$ cat src/rtl/rr_mux8_arbiter_pkg.sv
// Shared constants and state encoding for the 8-way round-robin mux arbiter.
package rr_mux8_arbiter_pkg;

    localparam int unsigned N_REQ = 8;
    localparam int unsigned SEL_W = 3;

    typedef enum logic {
        IDLE = 1'b0,
        BUSY = 1'b1
    } state_e;

endpackage

$ cat src/rtl/rr_mux8_arbiter_if.sv
// Request/grant bundle between the requesting sources and the arbiter.
interface rr_mux8_arbiter_if;
    import rr_mux8_arbiter_pkg::*;

    logic [N_REQ-1:0] req;
    logic [N_REQ-1:0] gnt;
    logic [SEL_W-1:0] sel;
    logic             valid;
    logic             owner_done;

    modport master (output req, input gnt, sel, valid, owner_done);
    modport slave  (input req, output gnt, sel, valid, owner_done);
endinterface

$ cat src/rtl/rr_mux8_arbiter_pick.sv
// Combinational round-robin pick: first unmasked request at or after start, with wrap.
module rr_pick8
    import rr_mux8_arbiter_pkg::*;
(
    input  logic [N_REQ-1:0] req,
    input  logic [SEL_W-1:0] start,
    input  logic [N_REQ-1:0] mask,
    output logic             found,
    output logic [SEL_W-1:0] idx
);

    logic [SEL_W-1:0] cand;

    always_comb begin
        found = 1'b0;
        idx   = '0;
        cand  = '0;
        for (int i = 0; i < N_REQ; i++) begin
            cand = start + SEL_W'(i);
            if (!found && req[cand] && !mask[cand]) begin
                found = 1'b1;
                idx   = cand;
            end
        end
    end

endmodule

$ cat src/rtl/rr_mux8_arbiter.sv
// Round-robin arbiter driving an 8:1 mux select with registered one-hot grants
// and a bounded hold time per owner.
module rr_mux8_arbiter
    import rr_mux8_arbiter_pkg::*;
#(
    parameter int unsigned MAX_HOLD = 4,
    parameter int unsigned CNT_W    = 8
) (
    input  logic               clk,
    input  logic               rst_n,
    rr_mux8_arbiter_if.slave   bus
);

    localparam logic [CNT_W-1:0] HOLD_LAST = CNT_W'(MAX_HOLD - 1);

    state_e           state_q, state_d;
    logic [N_REQ-1:0] gnt_q, gnt_d;
    logic [SEL_W-1:0] sel_q, sel_d;
    logic             valid_q, valid_d;
    logic             owner_done_q, owner_done_d;
    logic [CNT_W-1:0] cnt_q, cnt_d;
    logic [SEL_W-1:0] last_q, last_d;

    logic             pick_found;
    logic [SEL_W-1:0] pick_idx;

    // Masking the current owner only matters on timeout; on a drop its req is already 0.
    rr_pick8 u_pick (
        .req   (bus.req),
        .start (last_q + SEL_W'(1)),
        .mask  (gnt_q),
        .found (pick_found),
        .idx   (pick_idx)
    );

    always_comb begin
        state_d      = state_q;
        gnt_d        = gnt_q;
        sel_d        = sel_q;
        valid_d      = valid_q;
        cnt_d        = cnt_q;
        last_d       = last_q;
        owner_done_d = 1'b0;

        unique case (state_q)
            IDLE: begin
                if (pick_found) begin
                    state_d = BUSY;
                    gnt_d   = N_REQ'(1) << pick_idx;
                    sel_d   = pick_idx;
                    valid_d = 1'b1;
                    last_d  = pick_idx;
                    cnt_d   = '0;
                end
            end
            BUSY: begin
                if (bus.req[sel_q]) begin
                    if (cnt_q < HOLD_LAST) begin
                        cnt_d = cnt_q + CNT_W'(1);
                    end else if (pick_found) begin
                        gnt_d        = N_REQ'(1) << pick_idx;
                        sel_d        = pick_idx;
                        last_d       = pick_idx;
                        cnt_d        = '0;
                        owner_done_d = 1'b1;
                    end else begin
                        cnt_d = '0;
                    end
                end else begin
                    owner_done_d = 1'b1;
                    cnt_d        = '0;
                    if (pick_found) begin
                        gnt_d  = N_REQ'(1) << pick_idx;
                        sel_d  = pick_idx;
                        last_d = pick_idx;
                    end else begin
                        state_d = IDLE;
                        gnt_d   = '0;
                        sel_d   = '0;
                        valid_d = 1'b0;
                    end
                end
            end
            default: state_d = IDLE;
        endcase
    end

    always_ff @(posedge clk) begin
        if (!rst_n) begin
            state_q      <= IDLE;
            gnt_q        <= '0;
            sel_q        <= '0;
            valid_q      <= 1'b0;
            owner_done_q <= 1'b0;
            cnt_q        <= '0;
            last_q       <= SEL_W'(N_REQ - 1);
        end else begin
            state_q      <= state_d;
            gnt_q        <= gnt_d;
            sel_q        <= sel_d;
            valid_q      <= valid_d;
            owner_done_q <= owner_done_d;
            cnt_q        <= cnt_d;
            last_q       <= last_d;
        end
    end

    assign bus.gnt        = gnt_q;
    assign bus.sel        = sel_q;
    assign bus.valid      = valid_q;
    assign bus.owner_done = owner_done_q;

endmodule

$ cat src/flat_wrapper.sv
// flat-port wrapper written by rule: the top's interface ports become plain ports
module rr_mux8_arbiter_flat import rr_mux8_arbiter_pkg::*;
#(
    parameter int unsigned MAX_HOLD = 4,
    parameter int unsigned CNT_W    = 8
)
  (clk, rst_n, bus_req, bus_gnt, bus_sel, bus_valid, bus_owner_done);
  rr_mux8_arbiter_if bus_i ();
  input  logic clk;
  input  logic rst_n;
  input wire logic [$bits(bus_i.req)-1:0] bus_req;
  output wire logic [$bits(bus_i.gnt)-1:0] bus_gnt;
  output wire logic [$bits(bus_i.sel)-1:0] bus_sel;
  output wire logic [$bits(bus_i.valid)-1:0] bus_valid;
  output wire logic [$bits(bus_i.owner_done)-1:0] bus_owner_done;
  assign bus_i.req = bus_req;
  assign bus_gnt = bus_i.gnt;
  assign bus_sel = bus_i.sel;
  assign bus_valid = bus_i.valid;
  assign bus_owner_done = bus_i.owner_done;
  rr_mux8_arbiter #(.MAX_HOLD(MAX_HOLD), .CNT_W(CNT_W)) u_core (.clk(clk), .rst_n(rst_n), .bus(bus_i));
endmodule
$ cat config.mk
export PLATFORM = sky130hd
export DESIGN_NAME = rr_mux8_arbiter_flat
export DESIGN_NICKNAME = d
export VERILOG_FILES = /design/src/rtl/rr_mux8_arbiter_pkg.sv /design/src/rtl/rr_mux8_arbiter_if.sv /design/src/rtl/rr_mux8_arbiter_pick.sv /design/src/rtl/rr_mux8_arbiter.sv /design/src/flat_wrapper.sv
export SDC_FILE = /design/constraint.sdc
export NUM_CORES = 1
export LEC_CHECK = 0
export CORE_ASPECT_RATIO = 2
export CORE_MARGIN = 5
export CORE_UTILIZATION = 50
export CTS_BUF_LIST = sky130_fd_sc_hd__clkbuf_16
export DETAILED_ROUTE_END_ITERATION = 16
export GPL_TIMING_DRIVEN = 0
export PLACE_DENSITY = 0.82
export SYNTH_ARGS = -nofsm -noshare
export SYNTH_HDL_FRONTEND = slang
export SYNTH_SLANG_ARGS = --single-unit
$ cat constraint.sdc
create_clock -name clk -period 3 [get_ports clk]
set_input_delay 0.9 -clock clk [delete_from_list [all_inputs] [get_ports clk]]
set_output_delay 0.9 -clock clk [all_outputs]
set_load 0.02 [all_outputs]
Figure 1. Power grid (run 1).
Scale bar: 20 um. Pins as bars on the die edge.
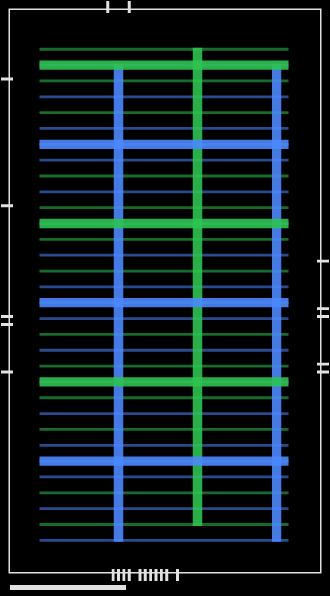
legend:
  blue:
    net: VSS
  green:
    net: VDD
met1 rails: 32
met4 straps: 3

Figure 2. Local utilization (run 1).
Scale bar: 20 um. 5 x 10 tiles, from black (low) to pale yellow (high), 0 to 100% covered.
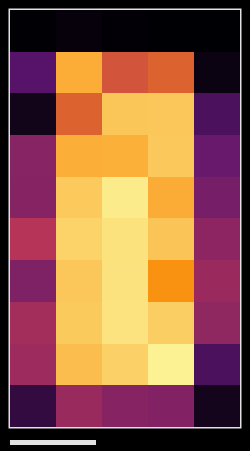
nearly empty tiles: 10%
tiles over 75% full: 42%
fullest tile: 97%

==> metrics.json, run 1 <==
{
  "worst_hold_path": {
    "hold_path.class": "reg2reg",
    "worst_hold_startpoint": "u_core.cnt_q[7]",
    "worstHoldPathCells": 2
  },
  "critical_path": {
    "r2r_end": "u_core.bus.gnt[2]",
    "critPathKind": "reg2reg",
    "rr_startpoint": "u_core.last_q[0]",
    "worstRegToRegCells": 13,
    "critical_path_arrival_ns": 3.31,
    "critPathRequiredTime_ns": 3.15,
    "cp-end-kind": "flop"
  },
  "run": {
    "warning_count": 30
  },
  "sta": {
    "setup_viol_count_final": 10,
    "timing.slew.headroom": 0.675,
    "timing_worst_slew_pin_value_ns": 0.488,
    "max_freq_mhz": 317,
    "final_period_minus_worst_setup_slack_ns": 3.16,
    "timing_hold_violations_final": 0,
    "rsz0062_at_grt": "true",
    "fin_ws_ns": -0.156,
    "timing.clock.skew_ns": 0.00414,
    "holdWs_ns": 0.475
  },
  "drt": {
    "routedWlPerCell_um": 21.2,
    "firstDrtPassIters": 4,
    "drt.antenna.violating_nets": 0,
    "drt_iter0_drc": 64,
    "routed-via-count": 1904
  },
  "global_route": {
    "grt_start_max_net_pins": 17,
    "number_of_antenna_violations_at_the_first_check_in_global_routing": 0,
    "number_of_global_route_vias_before_repair": 2080,
    "gr-total-overflow": 0,
    "global_route_wire_length_before_repair_um": 9770
  },
  "floorplan": {
    "io_pins": 23,
    "die_area_um2": 5140,
    "area_inside_the_core_boundary_um2": 3610,
    "die_w_um": 53.3,
    "floorplan.core_util": 0.519,
    "chipHeight_um": 96.5
  },
  "synthesis": {
    "post_synth_num_cell_types": 66,
    "synthSimpleGateAreaFrac": 0.245,
    "syn_inst": 197,
    "xor_xnor_share_of_the_synthesized_area": 0.0415,
    "synth.cells.most_frequent": "26 x sky130_fd_sc_hd__nand2_1, 25 x sky130_fd_sc_hd__dfxtp_1, 14 x sky130_fd_sc_hd__nor2_1",
    "async_flop_share": 0,
    "synth_area_um2": 1870,
    "synth-cells-yosys": 197,
    "post_synth_fa_ha_maj_area_fraction": 0.0201,
    "synth.mux.area_fraction": 0.170,
    "synth_top_cell_by_count": "sky130_fd_sc_hd__nand2_1",
    "postSynthAreaPerCell_um2": 9.50,
    "yosys_most_used_dff": "sky130_fd_sc_hd__dfxtp_1",
    "ys_top_logic_family": "simple AND/OR/NAND/NOR gates"
  },
  "layout": {
    "design.final.nets": 263,
    "area.growth.synth_to_final_pct": 49.4,
    "diode_count": 0,
    "final_core_util": 0.775,
    "layout.cells.most_common": "sky130_fd_sc_hd__buf_4"
  },
  "clocking": {
    "ctsHoldBuffers": 0,
    "cts_buffers": 3,
    "cts-root-to-sink-buffers": 2,
    "clk_transition_reported_paths_ns": 0.07,
    "cts-htree-levels": 1,
    "root_buffer": "sky130_fd_sc_hd__clkbuf_16"
  },
  "status": {
    "run_status": "finished with violations",
    "violations": "setup timing"
  },
  "place": {
    "place.gp.congestion": 0.929
  }
}
Figure 3. Cells coloured by class (run 1).
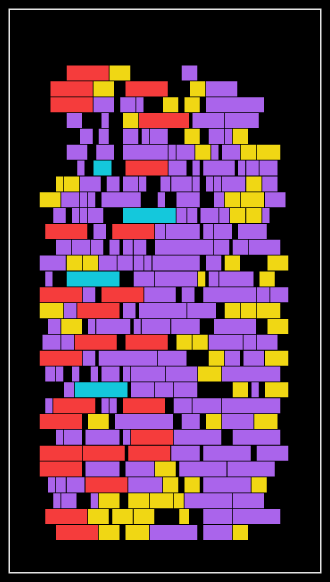
legend:
  purple:
    class: remaining logic cells
    cells: 164
    share_of_their_area: 61%
  red:
    class: registers
    cells: 25
    share_of_their_area: 18%
  cyan:
    class: clock drivers and dummy loads
    cells: 4
    share_of_their_area: 3.1%
  yellow:
    class: remaining buffers and delay cells
    cells: 56
    share_of_their_area: 18%

run 1: critical path, cell delays in order, from the launching register on:
cell and delay, ns:
sky130_fd_sc_hd__dfxtp_4 0.40, sky130_fd_sc_hd__clkinv_8 0.06, sky130_fd_sc_hd__ha_4 0.24, sky130_fd_sc_hd__buf_6 0.13
sky130_fd_sc_hd__or4bb_4 0.54, sky130_fd_sc_hd__a41oi_4 0.30, sky130_fd_sc_hd__buf_4 0.16, sky130_fd_sc_hd__a21o_1 0.13
sky130_fd_sc_hd__nor2_1 0.06, sky130_fd_sc_hd__a32oi_1 0.23, sky130_fd_sc_hd__o2bb2ai_2 0.11, sky130_fd_sc_hd__o31ai_4 0.43
sky130_fd_sc_hd__buf_4 0.20, sky130_fd_sc_hd__o41ai_2 0.05
run 1: area by class of cell:
type / instances / area, um2
inverter: 3 / 28.8
buffer: 8 / 60.1
timing repair buffer: 48 / 420
fill: 220 / 813
clock inverter: 1 / 8.76
multi-input combinational: 161 / 1640
tap: 49 / 61.3
sequential: 25 / 504
clock buffer: 3 / 75.1
run 1: state kept, by name (all words and copies together) (netlist names):
name / flops
u_core.bus.gnt: 8
u_core.cnt_q: 8
u_core.bus.sel: 3
u_core.last_q: 3
u_core.bus.owner_done: 1
u_core.bus.valid: 1
u_core.state_q: 1
run 1: kinds of logic after synthesis:
group | count (synthesis)
adder cells (fa/ha/maj) | 3
flip-flops | 25
AND-OR/OR-AND | 53
AND/OR/NAND/NOR | 81
XOR/XNOR | 5
multiplexers | 18
buffers and inverters | 12
run 1: through the flow:
stage	std cells	setup TNS, ns	worst slack, ns	cell area, um2
after global routing	298	-2.12	-0.220	2790
after floorplan	197	-0.0111	-0.00556	1980
after detailed placement	268	-14.63	-0.754	2260
after global placement	268	-13.94	-0.738	2260
after CTS	291	-0.230	-0.0872	2660
final	298	-0.974	-0.156	2790
run 1: routing by layer:
metal,wire (um),GRT usage,up-vias,part of all wire
met5,0,0,-,0
met1,2080,0.242,928,0.33
met2,3620,0.489,71,0.57
met3,181,0.0184,34,0.029
met4,435,0.209,0,0.069
li1,-,-,871,-
run 1: worst max-delay path by stage:
stage                                 from                end  cells after the start
after floorplan                 bus_req[4]  u_core.bus.gnt[4]                      8
after global placement          bus_req[7]  u_core.bus.gnt[5]                     10
after detailed placement        bus_req[7]  u_core.bus.gnt[5]                     10
after CTS                       bus_req[6]  u_core.bus.gnt[0]                     10
after global routing      u_core.last_q[0]  u_core.bus.gnt[2]                     13
final                     u_core.last_q[0]  u_core.bus.gnt[2]                     13
run 1: repair_timing:
| action | CTS | global route |
|---|---|---|
| pin swaps | 15 | 8 |
| buffers inserted | 17 | 8 |
| gates resized | 74 | 20 |
| endpoints found under the setup margin | 24 | 20 |
| cloned | 2 | 0 |
Figure 4. Routing congestion map (run 1).
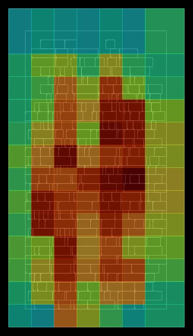

==> run 1 -> run 2 <==
Settings changed: CORE_UTILIZATION 50 to 40, PLACE_DENSITY 0.82 to 0.69.
Figure 5. Routing congestion map (run 2).
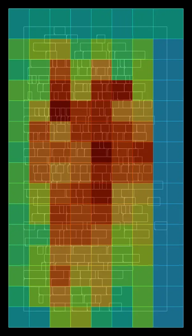
wire per inst: 19.7 um
global routing usage on met2: 0.354
layer carrying the most global-route usage: met2
global-route total usage across every layer: 0.185
met3 track demand over resource: 0.0289

==> metrics.json, run 2 <==
{
  "status": {
    "run_status": "finished with violations",
    "violations": "setup timing"
  },
  "synthesis": {
    "synth.cells.most_frequent": "26 x sky130_fd_sc_hd__nand2_1, 25 x sky130_fd_sc_hd__dfxtp_1, 14 x sky130_fd_sc_hd__nor2_1",
    "syn_inst": 197,
    "yosys_most_used_dff": "sky130_fd_sc_hd__dfxtp_1",
    "synth-cells-yosys": 197,
    "async_flop_share": 0,
    "synth_area_um2": 1870,
    "ys_ff": 25,
    "synth_top_cell_by_count": "sky130_fd_sc_hd__nand2_1",
    "postSynthAreaPerCell_um2": 9.50,
    "post_synth_num_cell_types": 66
  },
  "floorplan": {
    "chipHeight_um": 107,
    "die_w_um": 58.4,
    "floorplan.core_util": 0.411,
    "io_pins": 23,
    "die_area_um2": 6230,
    "area_inside_the_core_boundary_um2": 4550
  },
  "clocking": {
    "root_buffer": "sky130_fd_sc_hd__clkbuf_16",
    "ctsHoldBuffers": 0,
    "cts-root-to-sink-buffers": 2,
    "cts-htree-levels": 1,
    "clk_transition_reported_paths_ns": 0.06,
    "cts_buffers": 3
  },
  "layout": {
    "logic_area_um2": 1620,
    "fillerInstances": 387,
    "layout.cells.most_common": "sky130_fd_sc_hd__nand2_1",
    "ff_latch_area_um2": 505,
    "diode_count": 0,
    "final-instance-count-excl-fill": 305,
    "final_layout_size_suffix_gt1_frac": 0.448,
    "design_area_um2": 2820,
    "design.final.nets": 264,
    "area.growth.synth_to_final_pct": 50.9
  },
  "critical_path": {
    "cp-startpoint": "bus_req[6]",
    "cp-end-kind": "flop",
    "worst_path_max_delay_cell": "sky130_fd_sc_hd__mux4_2",
    "critical_path.n_buffers_inverters": 3,
    "critical_path_arrival_ns": 3.28,
    "critPathKind": "in2reg",
    "critPathRequiredTime_ns": 3.17,
    "crit_path_max_incr_delay_ns": 0.54,
    "critical_path.cell_chain": "buf_6 -> nor2b_4 -> mux4_2 -> mux2i_4 -> buf_6 -> and4b_1 -> o31ai_2 -> a221o_1 -> and2_4 -> buf_6 -> o41ai_2",
    "cp_top_family": "multiplexers",
    "rr_startpoint": "u_core.last_q[0]",
    "timing.critical_path.mode_cell": "sky130_fd_sc_hd__buf_6"
  },
  "worst_hold_path": {
    "hold_path.class": "reg2reg",
    "worst_hold_startpoint": "u_core.cnt_q[3]"
  },
  "global_route": {
    "gr-total-overflow": 0,
    "grt_start_max_net_pins": 15,
    "number_of_antenna_violations_at_the_first_check_in_global_routing": 0,
    "global_route_wire_length_before_repair_um": 8960,
    "grt_util_met1": 0.178,
    "number_of_global_route_vias_before_repair": 1867
  },
  "sta": {
    "rsz0062_at_grt": "true",
    "fin_ws_ns": -0.108,
    "finalSetupTns_ns": -0.380,
    "max_freq_mhz": 322,
    "timing.clock.skew_ns": 0.00612,
    "holdWs_ns": 0.474,
    "setup_viol_count_final": 6,
    "timing_hold_violations_final": 0,
    "timing_worst_slew_pin_value_ns": 0.557,
    "slew_viol_final": 0,
    "timing.slew.headroom": 0.618,
    "final_period_minus_worst_setup_slack_ns": 3.11
  },
  "place": {
    "dpl_worst_slack_ns": -0.818,
    "place.gp.congestion": 0.889,
    "placed_cell_area_um2": 2270,
    "dpl.cell_count": 274
  },
  "drt": {
    "routed-via-count": 1862,
    "drt.antenna.violating_nets": 0,
    "detail_route.wirelength_um": 6000,
    "remaining_drc_errors": 0,
    "drt_iter0_drc": 44
  },
  "run": {
    "warning_count": 30,
    "max_cap_violations": 0
  }
}
Figure 6. Local utilization (run 2).
Scale bar: 20 um. 6 x 11 tiles, from black (low) to pale yellow (high), 0 to 100% covered.
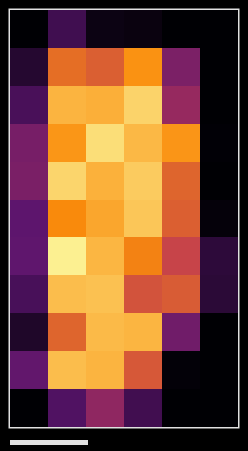
fullest tile: 97%
mean over tiles: 44%
nearly empty tiles: 21%
emptiest ninth of the die: bottom right
tiles over 75% full: 32%
densest ninth of the die: middle

==> run 2: cell counts after synthesis <==
No cell type changed its count.
==> run 2: routing by layer <==
layer | vias to the layer above | share of wire
li1 | 872 | -
met2 | 48 | 0.57
met4 | 0 | 0.053
met1 | 916 | 0.35
met5 | - | 0
met3 | 26 | 0.026
==> run 2: cell type report <==
cell class / count / share of cell area
Clock inverter: 1 / 0.00177
Sequential cell: 25 / 0.179
Multi-Input combinational cell: 161 / 0.574
Inverter: 3 / 0.0111
Buffer: 7 / 0.0173
Timing Repair Buffer: 50 / 0.166
Clock buffer: 3 / 0.0266
Tap cell: 55 / 0.0244
==> run 2: kinds of logic (layout without fill, tap and decap cells) <==
family / count (synthesis) / after routing / synth area share
AND/OR/NAND/NOR: 81 / 82 / 0.245
adder cells (fa/ha/maj): 3 / 3 / 0.0201
flip-flops: 25 / 25 / 0.268
multiplexers: 18 / 18 / 0.170
XOR/XNOR: 5 / 5 / 0.0415
AND-OR/OR-AND: 53 / 53 / 0.224
buffers and inverters: 12 / 64 / 0.0321
==> run 2: worst min-delay path, cell delays in order, from the launching register on <==
cell and delay, ns:
sky130_fd_sc_hd__dfxtp_1 0.33, sky130_fd_sc_hd__nand2_1 0.06, sky130_fd_sc_hd__a21oi_1 0.05
==> run 2: what timing repair did <==
| action | 4_1_cts | 5_1_grt |
|---|---|---|
| cloned | 0 | 1 |
| setup buffers | 15 | 13 |
| setup endpoints to repair | 24 | 20 |
| pin swaps | 16 | 14 |
| resized | 67 | 36 |
==> run 2: final timing paths <==
| check | to | slack [ns] | depth (start not counted) |
|---|---|---|---|
| worst max-delay path | u_core.bus.gnt[2] | -0.11 | 11 |
| worst min-delay path | u_core.cnt_q[3] | 0.47 | 2 |
| worst min register to register | u_core.cnt_q[3] | 0.47 | 2 |
| worst max register to register | u_core.bus.gnt[2] | -0.08 | 11 |
==> run 2: stage by stage <==
stage          utilization
5_1_grt              0.620
3_3_place_gp         0.498
3_5_place_dp         0.498
6_report             0.620
2_1_floorplan            -
4_1_cts              0.571
Figure 7. I/O nets highlighted (run 2).
Scale bar: 20 um.
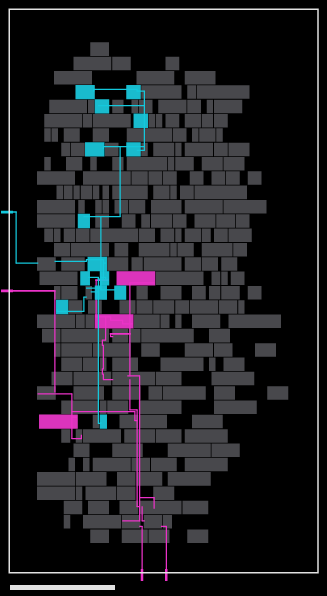

==> run 2 -> run 3 <==
Settings changed: RECOVER_POWER set to 50.
Figure 8. I/O nets highlighted (run 3).
Scale bar: 20 um.
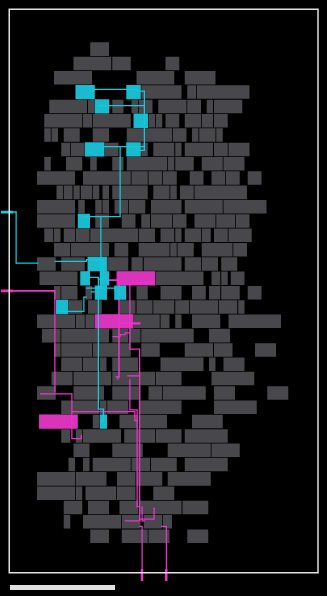
legend:
  magenta:
    port: `bus_sel`
    bits: 3
    direction: output
    end_cells: 3
    buffers: 3
    wire: 199 um
  cyan:
    port: `rst_n`
    bits: 1
    direction: input
    end_cells: 14
    buffers: 2
    wire: 151 um

==> metrics.json, run 3 <==
{
  "synthesis": {
    "synth.cells.most_frequent": "26 x sky130_fd_sc_hd__nand2_1, 25 x sky130_fd_sc_hd__dfxtp_1, 14 x sky130_fd_sc_hd__nor2_1",
    "ys_seq_frac": 0.268,
    "async_flop_share": 0,
    "synth_area_um2": 1870,
    "synth_top_cell_by_count": "sky130_fd_sc_hd__nand2_1",
    "synth.area.top_cells": "sky130_fd_sc_hd__dfxtp_1 27%, sky130_fd_sc_hd__mux4_2 9.6%, sky130_fd_sc_hd__nand2_1 5.2%",
    "syn_inst": 197,
    "yosys_most_used_dff": "sky130_fd_sc_hd__dfxtp_1",
    "postSynthAreaPerCell_um2": 9.50,
    "ys_ff": 25,
    "synth_area_leader_cell": "sky130_fd_sc_hd__dfxtp_1",
    "synth-cells-yosys": 197,
    "post_synth_num_cell_types": 66
  },
  "drt": {
    "firstDrtPassIters": 4,
    "dr.max_layer_used": "met4",
    "routed-via-count": 1867,
    "drt_iter0_drc": 43,
    "wl_met1_um": 2090,
    "met3_length_um": 169,
    "detailroute.wirelength.met2_um": 3430,
    "routedWlPerCell_um": 19.7,
    "remaining_drc_errors": 0,
    "detail_route.wirelength_um": 6000,
    "drt.antenna.violating_nets": 0
  },
  "floorplan": {
    "io_pins": 23,
    "chipHeight_um": 107,
    "placement_rows": 35,
    "floorplan.core_util": 0.411,
    "die_area_um2": 6230,
    "die_w_um": 58.4,
    "area_inside_the_core_boundary_um2": 4550
  },
  "sta": {
    "holdWs_ns": 0.474,
    "timing_worst_slew_pin_value_ns": 0.562,
    "fin_ws_ns": -0.108,
    "slew_viol_final": 0,
    "final_period_minus_worst_setup_slack_ns": 3.11,
    "timing_hold_violations_final": 0,
    "rsz0062_at_grt": "true",
    "timing.clock.skew_ns": 0.00586,
    "setup_viol_count_final": 6,
    "timing.slew.headroom": 0.615,
    "max_freq_mhz": 322
  },
  "layout": {
    "diode_count": 0,
    "design_area_um2": 2820,
    "layout.cells.most_common": "sky130_fd_sc_hd__nand2_1",
    "final_layout_size_suffix_gt1_frac": 0.448,
    "design.final.nets": 264,
    "area.growth.synth_to_final_pct": 50.9
  },
  "critical_path": {
    "timing.critical_path.mode_cell": "sky130_fd_sc_hd__buf_6",
    "cp-end-kind": "flop",
    "worst_path_max_delay_cell": "sky130_fd_sc_hd__mux4_2",
    "critical_path.cell_chain": "buf_6 -> nor2b_4 -> mux4_2 -> mux2i_4 -> buf_6 -> and4b_1 -> o31ai_2 -> a221o_1 -> and2_4 -> buf_6 -> o41ai_2",
    "worstRegToRegCells": 11,
    "critPathKind": "in2reg",
    "critical_path_arrival_ns": 3.28,
    "critPathRequiredTime_ns": 3.17,
    "crit_path_max_incr_delay_ns": 0.54
  },
  "status": {
    "violations": "setup timing",
    "run_status": "finished with violations"
  },
  "worst_hold_path": {
    "worstHoldPathCells": 2,
    "hold_path.class": "reg2reg"
  },
  "clocking": {
    "clk_transition_reported_paths_ns": 0.06,
    "cts_buffers": 3,
    "cts-root-to-sink-buffers": 2,
    "tritoncts_clock_tree": "done",
    "root_buffer": "sky130_fd_sc_hd__clkbuf_16",
    "cts-htree-levels": 1,
    "tritoncts_num_sinks": 25
  },
  "global_route": {
    "global_route_wire_length_before_repair_um": 8960,
    "number_of_antenna_violations_at_the_first_check_in_global_routing": 0,
    "global_route_total_usage_across_every_layer": 0.185,
    "number_of_global_route_vias_before_repair": 1867,
    "grt_start_max_net_pins": 15,
    "gr-total-overflow": 0
  },
  "place": {
    "placed_cell_area_um2": 2270,
    "place.gp.congestion": 0.889,
    "hpwlAfterDp_um": 4070
  },
  "run": {
    "warning_count": 30,
    "max_cap_violations": 0
  }
}
Figure 9. Cells coloured by class (run 3).
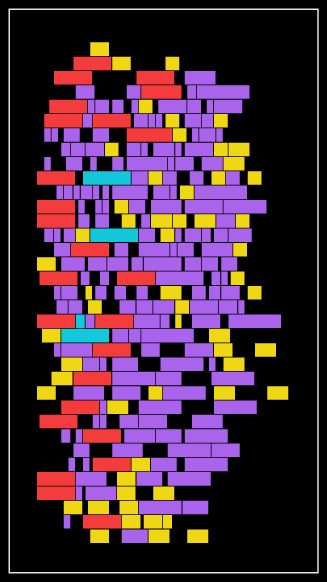
legend:
  yellow:
    class: remaining buffers and delay cells
    cells: 57
    share_of_their_area: 19%
  purple:
    class: remaining logic cells
    cells: 164
    share_of_their_area: 60%
  cyan:
    class: clock drivers and dummy loads
    cells: 4
    share_of_their_area: 2.9%
  red:
    class: registers
    cells: 25
    share_of_their_area: 18%

## run 3: critical path: cells and delay by family
| family | cells | cell delay (ns) |
|---|---|---|
| compound gates | 3 | 0.71 |
| buf+inv | 3 | 0.37 |
| mux | 2 | 0.77 |
| simple gates | 3 | 0.52 |
## run 3: cells by family (layout without fill, tap and decap cells)
kind of cell	count (synthesis)	after routing	synth area share
buffers and inverters	12	64	0.0321
xor gates and xnor gates	5	5	0.0415
muxes	18	18	0.170
adders and majority gates	3	3	0.0201
AOI/OAI and AO/OA	53	53	0.224
DFF	25	25	0.268
and+or+nand+nor	81	82	0.245
## run 3: repair_timing
item	4_1_cts	5_1_grt
cloned	0	1
endpoints found under the setup margin	24	20
buffers inserted	15	13
resized	67	36
hold buffers	0	0
pin swaps	16	14
## run 3: path summary, 6_finish.rpt
check	from	slack [ns]	endpoint
max	bus_req[6]	-0.11	u_core.bus.gnt[2]
max reg2reg	u_core.last_q[0]	-0.08	u_core.bus.gnt[2]
min reg2reg	u_core.cnt_q[3]	0.47	u_core.cnt_q[3]
min	u_core.cnt_q[3]	0.47	u_core.cnt_q[3]
## run 3: final cells by class
type                            count  area [um2]
Clock buffer                        3        75.1
Buffer                              7        48.8
Multi-Input combinational cell    161        1620
Tap cell                           55        68.8
Inverter                            3        31.3
Clock inverter                      1        5.00
Fill cell                         387        1730
Sequential cell                    25         505
Timing Repair Buffer               50         468
## run 3: routing by layer
layer	GRT usage	vias up
met2	0.354	51
met3	0.0289	25
met5	0	-
met4	0.0945	0
li1	-	873
met1	0.178	918
## run 3: metrics by stage
step | std cells | setup TNS [ns] | worst slack [ns] | util
4_1_cts | 293 | -0.123 | -0.0335 | 0.571
2_1_floorplan | 197 | -0.0111 | -0.00556 | -
6_report | 305 | -0.370 | -0.108 | 0.620
5_1_grt | 305 | -1.02 | -0.172 | 0.620
3_3_place_gp | 274 | -14.08 | -0.790 | 0.498
3_5_place_dp | 274 | -14.42 | -0.818 | 0.498
